## config.mk

```make
export PLATFORM = sky130hd
export DESIGN_NAME = puf_session_ctrl_flat
export DESIGN_NICKNAME = d
export VERILOG_FILES = /design/src/rtl/puf_session_if.sv /design/src/rtl/puf_session_ctrl.sv /design/src/flat_wrapper.sv
export SDC_FILE = /design/constraint.sdc
export NUM_CORES = 1
export LEC_CHECK = 0
export CAP_MARGIN = 20
export CORE_UTILIZATION = 50
export DETAILED_ROUTE_END_ITERATION = 8
export PLACE_DENSITY_LB_ADDON = 0.05
export SETUP_SLACK_MARGIN = 0.02
export SYNTH_ARGS = -nofsm -noshare
export SYNTH_HDL_FRONTEND = slang
export SYNTH_SLANG_ARGS = --single-unit
```

## constraint.sdc

```tcl
create_clock -name clk -period 2 [get_ports clk]
set_input_delay 0.4 -clock clk [delete_from_list [all_inputs] [get_ports clk]]
set_output_delay 0.4 -clock clk [all_outputs]
set_load 0.005 [all_outputs]
```

## src/rtl/puf_session_if.sv

```systemverilog
// Host/PUF-side handshake bundle for puf_session_ctrl: UART rx/tx control,
// challenge register write port, PUF evaluation handshake and response FIFO.
interface puf_session_if #(
    parameter int DATA_W     = 8,
    parameter int CHAL_BYTES = 4
);
    localparam int CIDX_W = (CHAL_BYTES > 1) ? $clog2(CHAL_BYTES) : 1;

    logic [DATA_W-1:0] rx_data;
    logic              rx_valid;
    logic              rx_enable;
    logic              tx_busy;
    logic              tx_start;
    logic [1:0]        tx_sel;
    logic              chal_we;
    logic [CIDX_W-1:0] chal_idx;
    logic              puf_enable;
    logic              puf_done;
    logic              fifo_empty;
    logic              fifo_re;
    logic              sub_reset;
    logic              err;
    logic              busy;

    modport master (
        input  rx_data, rx_valid, tx_busy, puf_done, fifo_empty,
        output rx_enable, tx_start, tx_sel, chal_we, chal_idx, puf_enable,
               fifo_re, sub_reset, err, busy
    );

    modport slave (
        output rx_data, rx_valid, tx_busy, puf_done, fifo_empty,
        input  rx_enable, tx_start, tx_sel, chal_we, chal_idx, puf_enable,
               fifo_re, sub_reset, err, busy
    );
endinterface

```

## src/rtl/puf_session_ctrl.sv

```systemverilog
// UART-side session controller for the PUF: opcode decode, challenge assembly,
// evaluation launch with timeout, response streaming and error reporting.
module puf_session_ctrl #(
    parameter int              DATA_W      = 8,
    parameter int              CHAL_BYTES  = 4,
    parameter int              RESP_WORDS  = 8,
    parameter int              TIMEOUT_CYC = 100000,
    parameter logic [DATA_W-1:0] CMD_ID    = 8'h49,
    parameter logic [DATA_W-1:0] CMD_CHAL  = 8'h43,
    parameter logic [DATA_W-1:0] ERR_BYTE  = 8'hEE
) (
    input logic           clk,
    input logic           reset,
    puf_session_if.master bus
);
    localparam int CIDX_W = (CHAL_BYTES > 1) ? $clog2(CHAL_BYTES) : 1;
    localparam int WORD_W = (RESP_WORDS > 0) ? $clog2(RESP_WORDS + 1) : 1;
    localparam int TOUT_W = (TIMEOUT_CYC > 2) ? $clog2(TIMEOUT_CYC) : 1;

    // The error byte must never be mistaken for a valid opcode by the host.
    if ((ERR_BYTE == CMD_ID) || (ERR_BYTE == CMD_CHAL) || (CMD_ID == CMD_CHAL)) begin : g_bad_opcodes
        $error("puf_session_ctrl: opcodes and error byte must be distinct");
    end

    typedef enum logic [3:0] {
        S_RESET, S_IDLE, S_SEND_ID, S_GUARD, S_RX_CHAL, S_EVAL,
        S_LOAD_RESP, S_SEND_RESP_WAIT, S_SEND_RESP, S_SEND_ERR
    } state_t;

    state_t            state_q, state_d, tgt_q, tgt_d;
    logic [CIDX_W-1:0] idx_q, idx_d, chal_idx_q, chal_idx_d;
    logic [WORD_W-1:0] word_q, word_d;
    logic [TOUT_W-1:0] tout_q, tout_d;
    logic [1:0]        tx_sel_q, tx_sel_d;
    logic              err_q, err_d, tx_start_q, tx_start_d, chal_we_q, chal_we_d;
    logic              fifo_re_q, fifo_re_d, sub_reset_q, sub_reset_d;
    logic              rx_enable_q, rx_enable_d, busy_q, busy_d, puf_enable_q, puf_enable_d;

    logic              tout_hit_s;
    logic [TOUT_W-1:0] tout_sat_s;

    assign tout_hit_s = (tout_q == TOUT_W'(TIMEOUT_CYC - 1));
    assign tout_sat_s = (tout_q == {TOUT_W{1'b1}}) ? tout_q : (tout_q + 1'b1);

    // Next-state and next-output decode; every output is registered below.
    always_comb begin
        state_d     = state_q;
        tgt_d       = tgt_q;
        idx_d       = idx_q;
        chal_idx_d  = chal_idx_q;
        word_d      = word_q;
        tout_d      = tout_q;
        err_d       = err_q;
        tx_sel_d    = tx_sel_q;
        tx_start_d  = 1'b0;
        chal_we_d   = 1'b0;
        fifo_re_d   = 1'b0;
        sub_reset_d = 1'b0;
        case (state_q)
            S_RESET: state_d = S_IDLE;
            S_IDLE: begin
                if (bus.rx_valid) begin
                    if (bus.rx_data == CMD_ID) begin
                        err_d   = 1'b0;
                        state_d = S_SEND_ID;
                    end else if (bus.rx_data == CMD_CHAL) begin
                        err_d      = 1'b0;
                        idx_d      = '0;
                        chal_idx_d = '0;
                        tout_d     = '0;
                        state_d    = S_RX_CHAL;
                    end else begin
                        err_d   = 1'b1;
                        state_d = S_SEND_ERR;
                    end
                end else begin
                    state_d = S_IDLE;
                end
            end
            S_SEND_ID: begin
                if (!bus.tx_busy) begin
                    tx_start_d = 1'b1;
                    tx_sel_d   = 2'd0;
                    tgt_d      = S_IDLE;
                    state_d    = S_GUARD;
                end else begin
                    state_d = S_SEND_ID;
                end
            end
            S_GUARD: state_d = tgt_q;
            S_RX_CHAL: begin
                if (bus.rx_valid) begin
                    chal_we_d  = 1'b1;
                    chal_idx_d = idx_q;
                    tout_d     = '0;
                    if (idx_q == CIDX_W'(CHAL_BYTES - 1)) begin
                        idx_d   = '0;
                        state_d = S_EVAL;
                    end else begin
                        idx_d = idx_q + 1'b1;
                    end
                end else if (tout_hit_s) begin
                    // A stalled host loses its partial challenge.
                    err_d      = 1'b1;
                    idx_d      = '0;
                    chal_idx_d = '0;
                    state_d    = S_SEND_ERR;
                end else begin
                    tout_d = tout_sat_s;
                end
            end
            S_EVAL: begin
                if (bus.puf_done) begin
                    word_d  = '0;
                    state_d = S_LOAD_RESP;
                end else if (tout_hit_s) begin
                    err_d       = 1'b1;
                    sub_reset_d = 1'b1;
                    state_d     = S_SEND_ERR;
                end else begin
                    tout_d = tout_sat_s;
                end
            end
            S_LOAD_RESP: begin
                if (bus.fifo_empty) begin
                    err_d       = 1'b1;
                    sub_reset_d = 1'b1;
                    state_d     = S_SEND_ERR;
                end else begin
                    fifo_re_d = 1'b1;
                    state_d   = S_SEND_RESP_WAIT;
                end
            end
            S_SEND_RESP_WAIT: begin
                if (!bus.tx_busy) begin
                    tx_start_d = 1'b1;
                    tx_sel_d   = 2'd1;
                    word_d     = word_q + 1'b1;
                    tgt_d      = S_SEND_RESP;
                    state_d    = S_GUARD;
                end else begin
                    state_d = S_SEND_RESP_WAIT;
                end
            end
            S_SEND_RESP: begin
                if (bus.tx_busy) begin
                    state_d = S_SEND_RESP;
                end else if (word_q == WORD_W'(RESP_WORDS)) begin
                    // Surplus words are flushed silently; only the flag reports it.
                    state_d = S_IDLE;
                    if (!bus.fifo_empty) begin
                        sub_reset_d = 1'b1;
                        err_d       = 1'b1;
                    end else begin
                        err_d = err_q;
                    end
                end else begin
                    state_d = S_LOAD_RESP;
                end
            end
            S_SEND_ERR: begin
                if (!bus.tx_busy) begin
                    tx_start_d = 1'b1;
                    tx_sel_d   = 2'd2;
                    tgt_d      = S_IDLE;
                    state_d    = S_GUARD;
                end else begin
                    state_d = S_SEND_ERR;
                end
            end
            default: state_d = S_RESET;
        endcase
        rx_enable_d  = (state_d == S_IDLE) || (state_d == S_RX_CHAL);
        busy_d       = (state_d != S_IDLE);
        puf_enable_d = (state_d == S_EVAL);
    end

    // State and output registers; reset holds everything low except sub_reset.
    always_ff @(posedge clk) begin
        if (reset) begin
            state_q      <= S_RESET;
            tgt_q        <= S_IDLE;
            idx_q        <= '0;
            chal_idx_q   <= '0;
            word_q       <= '0;
            tout_q       <= '0;
            err_q        <= 1'b0;
            tx_sel_q     <= 2'd0;
            tx_start_q   <= 1'b0;
            chal_we_q    <= 1'b0;
            fifo_re_q    <= 1'b0;
            sub_reset_q  <= 1'b1;
            rx_enable_q  <= 1'b0;
            busy_q       <= 1'b0;
            puf_enable_q <= 1'b0;
        end else begin
            state_q      <= state_d;
            tgt_q        <= tgt_d;
            idx_q        <= idx_d;
            chal_idx_q   <= chal_idx_d;
            word_q       <= word_d;
            tout_q       <= tout_d;
            err_q        <= err_d;
            tx_sel_q     <= tx_sel_d;
            tx_start_q   <= tx_start_d;
            chal_we_q    <= chal_we_d;
            fifo_re_q    <= fifo_re_d;
            sub_reset_q  <= sub_reset_d;
            rx_enable_q  <= rx_enable_d;
            busy_q       <= busy_d;
            puf_enable_q <= puf_enable_d;
        end
    end

    assign bus.rx_enable  = rx_enable_q;
    assign bus.tx_start   = tx_start_q;
    assign bus.tx_sel     = tx_sel_q;
    assign bus.chal_we    = chal_we_q;
    assign bus.chal_idx   = chal_idx_q;
    assign bus.puf_enable = puf_enable_q;
    assign bus.fifo_re    = fifo_re_q;
    assign bus.sub_reset  = sub_reset_q;
    assign bus.err        = err_q;
    assign bus.busy       = busy_q;
endmodule

```

## src/flat_wrapper.sv

```systemverilog
// flat-port wrapper written by rule: the top's interface ports become plain ports
module puf_session_ctrl_flat 
#(
    parameter int              DATA_W      = 8,
    parameter int              CHAL_BYTES  = 4,
    parameter int              RESP_WORDS  = 8,
    parameter int              TIMEOUT_CYC = 100000,
    parameter logic [DATA_W-1:0] CMD_ID    = 8'h49,
    parameter logic [DATA_W-1:0] CMD_CHAL  = 8'h43,
    parameter logic [DATA_W-1:0] ERR_BYTE  = 8'hEE
)
  (clk, reset, bus_rx_data, bus_rx_valid, bus_tx_busy, bus_puf_done, bus_fifo_empty, bus_rx_enable, bus_tx_start, bus_tx_sel, bus_chal_we, bus_chal_idx, bus_puf_enable, bus_fifo_re, bus_sub_reset, bus_err, bus_busy);
  puf_session_if #(.DATA_W(DATA_W), .CHAL_BYTES(CHAL_BYTES)) bus_i ();
  input logic clk;
  input logic reset;
  input wire logic [$bits(bus_i.rx_data)-1:0] bus_rx_data;
  input wire logic [$bits(bus_i.rx_valid)-1:0] bus_rx_valid;
  input wire logic [$bits(bus_i.tx_busy)-1:0] bus_tx_busy;
  input wire logic [$bits(bus_i.puf_done)-1:0] bus_puf_done;
  input wire logic [$bits(bus_i.fifo_empty)-1:0] bus_fifo_empty;
  output wire logic [$bits(bus_i.rx_enable)-1:0] bus_rx_enable;
  output wire logic [$bits(bus_i.tx_start)-1:0] bus_tx_start;
  output wire logic [$bits(bus_i.tx_sel)-1:0] bus_tx_sel;
  output wire logic [$bits(bus_i.chal_we)-1:0] bus_chal_we;
  output wire logic [$bits(bus_i.chal_idx)-1:0] bus_chal_idx;
  output wire logic [$bits(bus_i.puf_enable)-1:0] bus_puf_enable;
  output wire logic [$bits(bus_i.fifo_re)-1:0] bus_fifo_re;
  output wire logic [$bits(bus_i.sub_reset)-1:0] bus_sub_reset;
  output wire logic [$bits(bus_i.err)-1:0] bus_err;
  output wire logic [$bits(bus_i.busy)-1:0] bus_busy;
  assign bus_i.rx_data = bus_rx_data;
  assign bus_i.rx_valid = bus_rx_valid;
  assign bus_i.tx_busy = bus_tx_busy;
  assign bus_i.puf_done = bus_puf_done;
  assign bus_i.fifo_empty = bus_fifo_empty;
  assign bus_rx_enable = bus_i.rx_enable;
  assign bus_tx_start = bus_i.tx_start;
  assign bus_tx_sel = bus_i.tx_sel;
  assign bus_chal_we = bus_i.chal_we;
  assign bus_chal_idx = bus_i.chal_idx;
  assign bus_puf_enable = bus_i.puf_enable;
  assign bus_fifo_re = bus_i.fifo_re;
  assign bus_sub_reset = bus_i.sub_reset;
  assign bus_err = bus_i.err;
  assign bus_busy = bus_i.busy;
  puf_session_ctrl #(.DATA_W(DATA_W), .CHAL_BYTES(CHAL_BYTES), .RESP_WORDS(RESP_WORDS), .TIMEOUT_CYC(TIMEOUT_CYC), .CMD_ID(CMD_ID), .CMD_CHAL(CMD_CHAL), .ERR_BYTE(ERR_BYTE)) u_core (.clk(clk), .reset(reset), .bus(bus_i));
endmodule
```

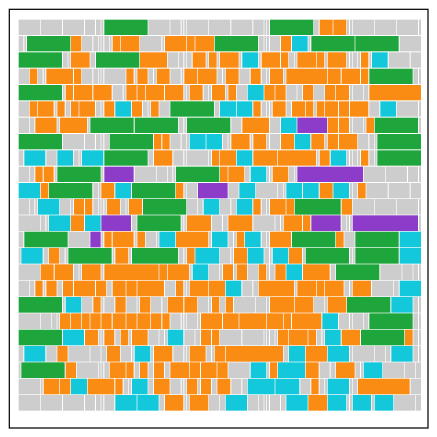
(placed cells, one colour a class)
Scale: 6 px per µm. Fill, decap, tap and diode cells in grey.
Cyan stands for other buffers and delay cells, cells 68, share of their area 19%. Orange stands for all other logic, cells 219, share of their area 49%. Green stands for flip-flops, cells 41, share of their area 27%. Purple stands for clock drivers and dummy loads, cells 8, share of their area 4.4%.
Finished Core Util: 70.6%
design area: 3100 µm²
# rows: 24

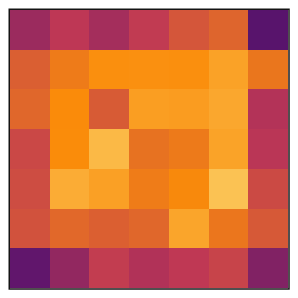
(placement density heat map)
Scale: 4 px per µm. The die is cut into 7 by 7 equal tiles; black is low, pale yellow is high, 0 to 100% covered.
The mean over all tiles is 63%. 29% of the tiles are over 75% full. The emptiest ninth of the die: bottom left. The fullest tile reaches 87%.
core area: 4380 µm²
Floorplan Utilization: 52.0%

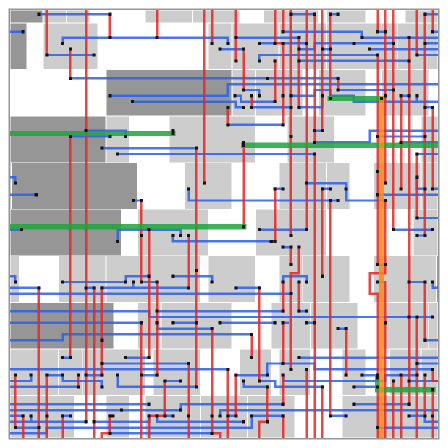
(close-up of the layout)
Region (22, 22) to (47, 47) µm. Cells in grey, sequential cells in the stronger grey; small squares are vias.
Green stands for met3. Blue stands for met1. Orange stands for met4. Red stands for met2.
Netlist names of flops here include u_core.state_q (4), u_core.tout_q (1). 48 logic cells have their middle in the window. Sequential cells in the window: 5. Most frequent: buf_4 (12), nand2_1 (6), dfxtp_1 (4).

==> impl_metrics.ini <==
; implementation run metrics
[status]
status = complete, no violations

[timing]
finalClockPeriodUsage_pct = 96.2
tns_ps = 0
final_hold_viol_count = 0

[cells_and_area]
finalNetCount = 353
diodes = 0
design.seq.count = 41

[synthesis]
synth_area_um2 = 2280
syn_avg_cell_area_um2 = 8.42
synth-edff-count = 0
synthFlopType = dfxtp_1
synth_cell_types = 58
yosys.area_share.simple_pct = 38.1
synthCells = 271

[grt]
use_met2_pct = 38.4

[power_and_ir_drop]
leakage_nw = 1.21
switchingPower_mw = 0.480

[route]
viasPerCell = 5.78
wl_per_cell_um = 15.1

[clock_network]
hold_buffers = 0

[floorplanning]
die_y_um = 69.5
[path summary, 6_finish.rpt]
| kind | from | to | slack [ps] | cells after the start |
|---|---|---|---|---|
| worst min-delay path | u_core.bus.err$_SDFFE_PP0P_ | u_core.bus.err$_SDFFE_PP0P_ | 480 | 2 |
| worst max-delay path | bus_rx_data[6] | u_core.bus.rx_enable$_SDFF_PP0_ | 80 | 7 |
| worst max register to register | u_core.tout_q[0]$_SDFFE_PP0P_ | u_core.tout_q[4]$_SDFFE_PP0P_ | 80 | 8 |
| worst min register to register | u_core.bus.err$_SDFFE_PP0P_ | u_core.bus.err$_SDFFE_PP0P_ | 480 | 2 |
[registers in the layout (all words and copies together), names as in the netlist, 2 cells and up]
signal               cells
u_core.bus.chal_idx      2
u_core.bus.tx_sel        2
u_core.idx_q             2
u_core.state_q           4
u_core.tgt_q             2
u_core.tout_q           17
u_core.word_q            4
[Yosys cell counts, types with 2 or more instances]
cell / count
and4_1: 3
dfxtp_1: 41
ha_1: 4
nor2b_1: 5
o21ai_0: 13
and2_1: 2
nand3b_1: 3
nor3_1: 10
o211ai_1: 4
nor3b_1: 5
xor2_1: 13
nand2b_1: 4
and3b_1: 2
nor4_1: 2
nand2_1: 19
nor4b_2: 2
a2bb2oi_1: 2
a221oi_1: 2
a22o_1: 3
buf_2: 7
or4_1: 2
inv_1: 7
xnor2_1: 3
nand4_1: 9
clkbuf_1: 4
nor2_1: 35
nand3_1: 15
and3_1: 9
a21oi_1: 12
[stage by stage]
stage          power [mW]  hold slack (ps)  instances  setup slack [ps]
5_1_grt              2.11              502        388             -21.1
4_1_cts              2.01              483        387              43.2
6_report             2.02              482        388              75.4
3_3_place_gp         1.23              460        378              -418
3_5_place_dp         1.23              471        378              -448
2_1_floorplan        1.07              449        271              96.0
No activity file was given, so power comes from the tool's default toggle rates.
